Fig. 1: run 1, met3 routing
Scale bar: 20 um.
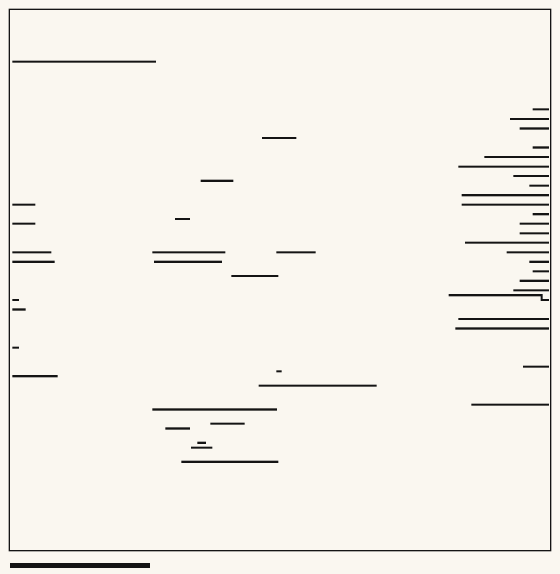
Fig. 2: run 1, selected gate families
Scale bar: 20 um.
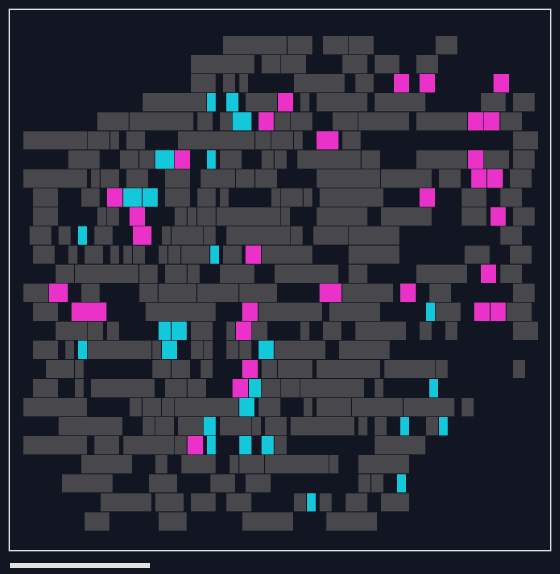
Fig. 3: run 1, nets reached from selected ports
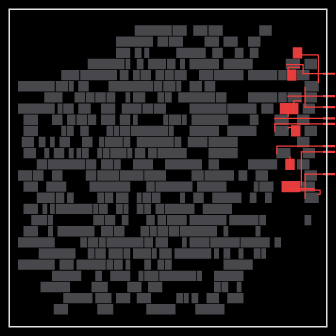
File: src/rtl/source_scanner_pkg.sv
// Shared constants for the text scanner: external status codes and internal FSM states.
package source_scanner_pkg;

  typedef enum logic [1:0] {
    ST_IDLE    = 2'd0,
    ST_BUSY    = 2'd1,
    ST_SUCCESS = 2'd2,
    ST_ERROR   = 2'd3
  } scanner_status_t;

  typedef enum logic [2:0] {
    S_IDLE     = 3'd0,
    S_NEW_LINE = 3'd1,
    S_SEND     = 3'd2,
    S_DRAIN    = 3'd3,
    S_SUCCESS  = 3'd4,
    S_ERROR    = 3'd5
  } assembler_state_t;

  function automatic scanner_status_t status_of(input assembler_state_t s);
    case (s)
      S_NEW_LINE, S_SEND, S_DRAIN: return ST_BUSY;
      S_SUCCESS:                   return ST_SUCCESS;
      S_ERROR:                     return ST_ERROR;
      default:                     return ST_IDLE;
    endcase
  endfunction

endpackage

File: src/rtl/source_scanner_delay.sv
// Aligns issued-address tags (line, column) and their valid with memory read data.
module scan_delay_line #(
  parameter int LATENCY = 2,
  parameter int WIDTH   = 8
) (
  input  logic             clk_in,
  input  logic             rst_in,
  input  logic             i_squash,
  input  logic             i_vld,
  input  logic [WIDTH-1:0] i_data,
  output logic             o_vld,
  output logic [WIDTH-1:0] o_data
);

  logic [LATENCY-1:0] r_vld;
  logic [WIDTH-1:0]   r_data [LATENCY];

  // A squash empties every stage, including the entry offered this cycle.
  always_ff @(posedge clk_in or negedge rst_in) begin
    if (!rst_in) begin
      r_vld <= '0;
    end else if (i_squash) begin
      r_vld <= '0;
    end else begin
      r_vld[0] <= i_vld;
      for (int i = 1; i < LATENCY; i++) r_vld[i] <= r_vld[i-1];
    end
  end

  always_ff @(posedge clk_in) begin
    r_data[0] <= i_data;
    for (int i = 1; i < LATENCY; i++) r_data[i] <= r_data[i-1];
  end

  assign o_vld  = r_vld[LATENCY-1];
  assign o_data = r_data[LATENCY-1];

endmodule

File: src/rtl/source_scanner.sv
// Streams a text memory line by line to a consumer, with early line termination, abort and restart.
module source_scanner
  import source_scanner_pkg::*;
#(
  parameter  int CHAR_PER_LINE = 64,
  parameter  int NUMBER_LINES  = 256,
  parameter  int READ_LATENCY  = 2,
  parameter  int NUM_PASSES    = 2,
  localparam int ADDR_W        = $clog2(CHAR_PER_LINE*NUMBER_LINES),
  localparam int LINE_W        = $clog2(NUMBER_LINES),
  localparam int COL_W         = $clog2(CHAR_PER_LINE)
) (
  input  logic              clk_in,
  input  logic              rst_in,
  input  logic              start_in,
  input  logic              line_done_in,
  input  logic              error_in,
  output logic [ADDR_W-1:0] mem_addr_out,
  input  logic [7:0]        mem_data_in,
  output logic              new_line_out,
  output logic              char_valid_out,
  output logic [7:0]        char_out,
  output logic [LINE_W-1:0] line_count_out,
  output logic [COL_W-1:0]  char_count_out,
  output logic [1:0]        pass_out,
  output scanner_status_t   status_out
);

  assembler_state_t  r_state, w_state_nxt;
  logic [LINE_W-1:0] r_line, w_line_nxt;
  logic [COL_W-1:0]  r_col, w_col_nxt;
  logic [1:0]        r_pass, w_pass_nxt;
  logic [2:0]        r_drain, w_drain_nxt;
  logic              w_busy, w_squash, w_issue, w_line_end;
  logic              w_d_vld;
  logic [LINE_W-1:0] w_d_line;
  logic [COL_W-1:0]  w_d_col;

  always_ff @(posedge clk_in or negedge rst_in) begin
    if (!rst_in) begin
      r_state <= S_IDLE;
      r_line  <= '0;
      r_col   <= '0;
      r_pass  <= '0;
      r_drain <= '0;
    end else begin
      r_state <= w_state_nxt;
      r_line  <= w_line_nxt;
      r_col   <= w_col_nxt;
      r_pass  <= w_pass_nxt;
      r_drain <= w_drain_nxt;
    end
  end

  always_comb begin
    w_state_nxt = r_state;
    w_line_nxt  = r_line;
    w_col_nxt   = r_col;
    w_pass_nxt  = r_pass;
    w_drain_nxt = r_drain;
    w_squash    = 1'b0;
    w_issue     = 1'b0;
    w_line_end  = 1'b0;
    w_busy      = (r_state == S_NEW_LINE) || (r_state == S_SEND) || (r_state == S_DRAIN);

    // Priority: start, then error (busy only), then line_done / normal sequencing.
    if (start_in) begin
      w_state_nxt = S_NEW_LINE;
      w_line_nxt  = '0;
      w_col_nxt   = '0;
      w_pass_nxt  = '0;
      w_squash    = 1'b1;
    end else if (w_busy && error_in) begin
      w_state_nxt = S_ERROR;
      w_squash    = 1'b1;
    end else begin
      case (r_state)
        S_NEW_LINE: begin
          w_state_nxt = S_SEND;
          w_col_nxt   = '0;
        end
        S_SEND: begin
          if (line_done_in) begin
            w_squash   = 1'b1;
            w_line_end = 1'b1;
          end else begin
            w_issue = 1'b1;
            if (r_col == COL_W'(CHAR_PER_LINE-1)) begin
              w_state_nxt = S_DRAIN;
              w_drain_nxt = '0;
            end else begin
              w_col_nxt = r_col + COL_W'(1);
            end
          end
        end
        S_DRAIN: begin
          if (line_done_in) begin
            w_squash   = 1'b1;
            w_line_end = 1'b1;
          end else if (r_drain == 3'(READ_LATENCY-1)) begin
            w_line_end = 1'b1;
          end else begin
            w_drain_nxt = r_drain + 3'd1;
          end
        end
        default: ;
      endcase
    end

    if (w_line_end) begin
      w_col_nxt = '0;
      if (r_line == LINE_W'(NUMBER_LINES-1)) begin
        if (r_pass < 2'(NUM_PASSES-1)) begin
          w_state_nxt = S_NEW_LINE;
          w_line_nxt  = '0;
          w_pass_nxt  = r_pass + 2'd1;
        end else begin
          w_state_nxt = S_SUCCESS;
        end
      end else begin
        w_state_nxt = S_NEW_LINE;
        w_line_nxt  = r_line + LINE_W'(1);
      end
    end
  end

  scan_delay_line #(
    .LATENCY (READ_LATENCY),
    .WIDTH   (LINE_W + COL_W)
  ) u_delay (
    .clk_in   (clk_in),
    .rst_in   (rst_in),
    .i_squash (w_squash),
    .i_vld    (w_issue),
    .i_data   ({r_line, r_col}),
    .o_vld    (w_d_vld),
    .o_data   ({w_d_line, w_d_col})
  );

  assign mem_addr_out   = ADDR_W'(r_line) * ADDR_W'(CHAR_PER_LINE) + ADDR_W'(r_col);
  assign new_line_out   = (r_state == S_NEW_LINE);
  assign char_valid_out = w_d_vld && w_busy;
  assign char_out       = char_valid_out ? mem_data_in : 8'd0;
  assign line_count_out = char_valid_out ? w_d_line : r_line;
  assign char_count_out = char_valid_out ? w_d_col : '0;
  assign pass_out       = r_pass;
  assign status_out     = status_of(r_state);

endmodule

File: config.mk
export PLATFORM = sky130hd
export DESIGN_NAME = source_scanner
export DESIGN_NICKNAME = d
export VERILOG_FILES = /design/src/rtl/source_scanner_pkg.sv /design/src/rtl/source_scanner_delay.sv /design/src/rtl/source_scanner.sv
export SDC_FILE = /design/constraint.sdc
export NUM_CORES = 1
export LEC_CHECK = 0
export CAP_MARGIN = 40
export CORE_MARGIN = 1.5
export CORE_UTILIZATION = 40
export CTS_BUF_LIST = sky130_fd_sc_hd__clkbuf_8
export DETAILED_ROUTE_END_ITERATION = 7
export PLACE_DENSITY_LB_ADDON = 0.3
export SYNTH_ARGS = -nofsm -noshare
export SYNTH_HDL_FRONTEND = slang
export SYNTH_SLANG_ARGS = --single-unit
File: constraint.sdc
create_clock -name clk_in -period 2.1 [get_ports clk_in]
set_input_delay 0.42 -clock clk_in [delete_from_list [all_inputs] [get_ports clk_in]]
set_output_delay 0.42 -clock clk_in [all_outputs]
set_load 0.01 [all_outputs]
==> results.tsv, run 1 <==
metric	value	unit
dp_hpwl	3.55	mm
yosysWarnings	0	
total_power	2.18	mW
die_x	77.1	um
outcome	completed	
grt_overflow	0	
route.met2.wl	2.10	mm
reg2reg_slack	0.09	ns
cts-resized-gates	35	
cp-startpoint	r_state[2]	
clock_buffer_count	6	
start_kind	flop	
drive_gt1_share	15.5	%
fp_util	42.2	%
top_area_share	27.4	%
setup_viol	0	
cp_max_fo	15	
synth.cell_area	0.00220	mm^2
clkCellAreaFrac	3.99	%
synth-main-ff-cell	dfxtp_1	
ys_sh_simple	18.2	%
use_met2	25.9	%
r2r_cells	5	
edf_count	0	
antenna_cells	0	
async_flop_share	46.2	%
m1WireLength	2.32	mm
top_usage_layer	met2	
yosysUniqueCellTypes	44	
grt_pass1_wl	7.97	mm
path_cells	o21ba_4, and2_4, buf_12, mux2_2, buf_6	
critPathSlowestCell	dfrtp_1	
hp-start	u_delay.r_data[0][9]	
path_clk_slew	0.09	ns
Notes on Fig. 1 above:
main direction: horizontal
longest straight run: 20.2 um
wire length on this layer: 310 um
met3 Use GR: 4.64%
WL final: 4.80 mm
detailed-route via count: 1842

Notes on Fig. 2 above:
legend:
  AND and OR gates:
    colour: magenta
    cells: 30
  NAND gates:
    colour: cyan
    cells: 26
Post-Layout Cell Count: 361
fraction of area in multi-input gates: 31.4%
most numerous logic cell after layout: clkdlybuf4s50_1

Notes on Fig. 3 above:
legend:
  mem_data_in:
    colour: red
    bits: 8
    direction: input
    end_cells: 8
    buffers: 8
    wire: 140 um
I/O pins: 55
I/O Buffers: 54

[run 1: stage by stage]
step           instances  TNS, ns  cell area, um^2
6_report             361        0             3040
5_1_grt              361  -0.0877             3040
4_1_cts              361  -0.0920             3050
3_5_place_dp         353    -1.12             2950
3_3_place_gp         353   -0.795             2950
2_1_floorplan        218        0             2200
[run 1: critical path: cells and delay by family, from the launching register on]
kind	cells	cell delay, ns
multiplexers	1	0.34
buffers and inverters	2	0.24
AND-OR/OR-AND	1	0.24
AND/OR/NAND/NOR	1	0.15
flip-flops	1	0.39
[run 1: report_power, final]
part	total, mW	switching (mW)	internal, mW
Clock	0.711	0.321	0.390
Combinational	0.414	0.220	0.195
Sequential	1.06	0.0276	1.03
Total	2.18	0.568	1.61
==> inputs of run 2 (changes only) <==
- CTS_CLUSTER_DIAMETER: default -> 150
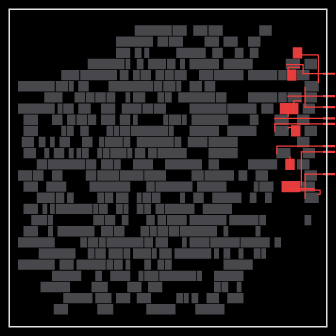
Fig. 4. Nets reached from selected ports (run 2).
legend:
  mem_data_in:
    colour: red
    bits: 8
    direction: input
    end_cells: 8
    buffers: 8
    wire: 140 um

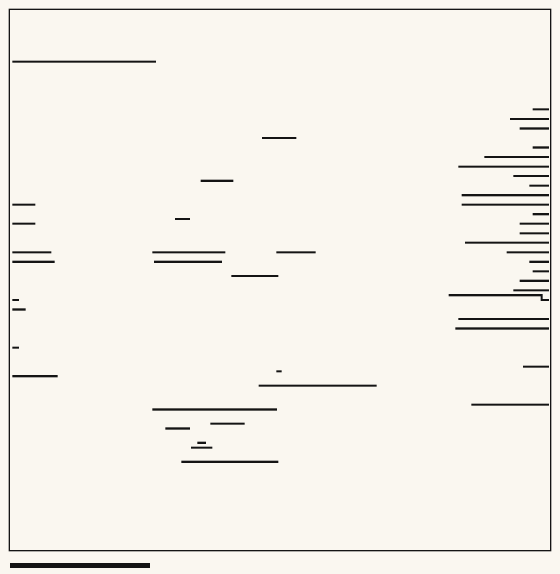
Fig. 5. Met3 routing (run 2).
Scale bar: 20 um.
share of all routed wire: 6.5%
longest straight run: 20.2 um
nets with wire on the layer: 43
main direction: horizontal
wire length on this layer: 310 um

==> results.tsv, run 2 <==
metric	value	unit
async_flop_share	46.2	%
cp_top_family	flip-flops	
path_clk_slew	0.09	ns
drt_wl_total	4.80	mm
outcome	completed	
reg2reg_slack	0.09	ns
synth.cell_area	0.00220	mm^2
final_common_cell	clkdlybuf4s50_1	
drive_gt1_share	15.5	%
vias	1842	
io_buffers	54	
top_area_share	27.4	%
dp_hpwl	3.55	mm
placed_area	0.00295	mm^2
total_power	2.18	mW
antenna_cells	0	
yosysWarnings	0	
edf_count	0	
fin_cells	361	
fp_util	42.2	%
==> run 2: cell counts in the layout (fill, tap and decap cells not counted) <==
No cell type changed its count.
==> run 2: cells by family (layout without fill, tap and decap cells) <==
kind of cell	after synthesis	count (layout)
mux	5	5
xor+xnor	1	1
buf+inv	25	98
flops	52	52
compound gates	58	58
fa+ha+maj	5	5
simple gates	72	72
==> run 2: report_power, final <==
group	internal (mW)	switching (mW)
logic	0.195	0.220
clock network	0.390	0.321
registers	1.03	0.0276
total	1.61	0.568
==> run 2: worst reg2reg max path: stages (launching register included) <==
cell and delay [ns]:
dfrtp_1 0.42, ha_1 0.24, and4_1 0.26, a311o_1 0.39, a211oi_2 0.23, mux2_2 0.36
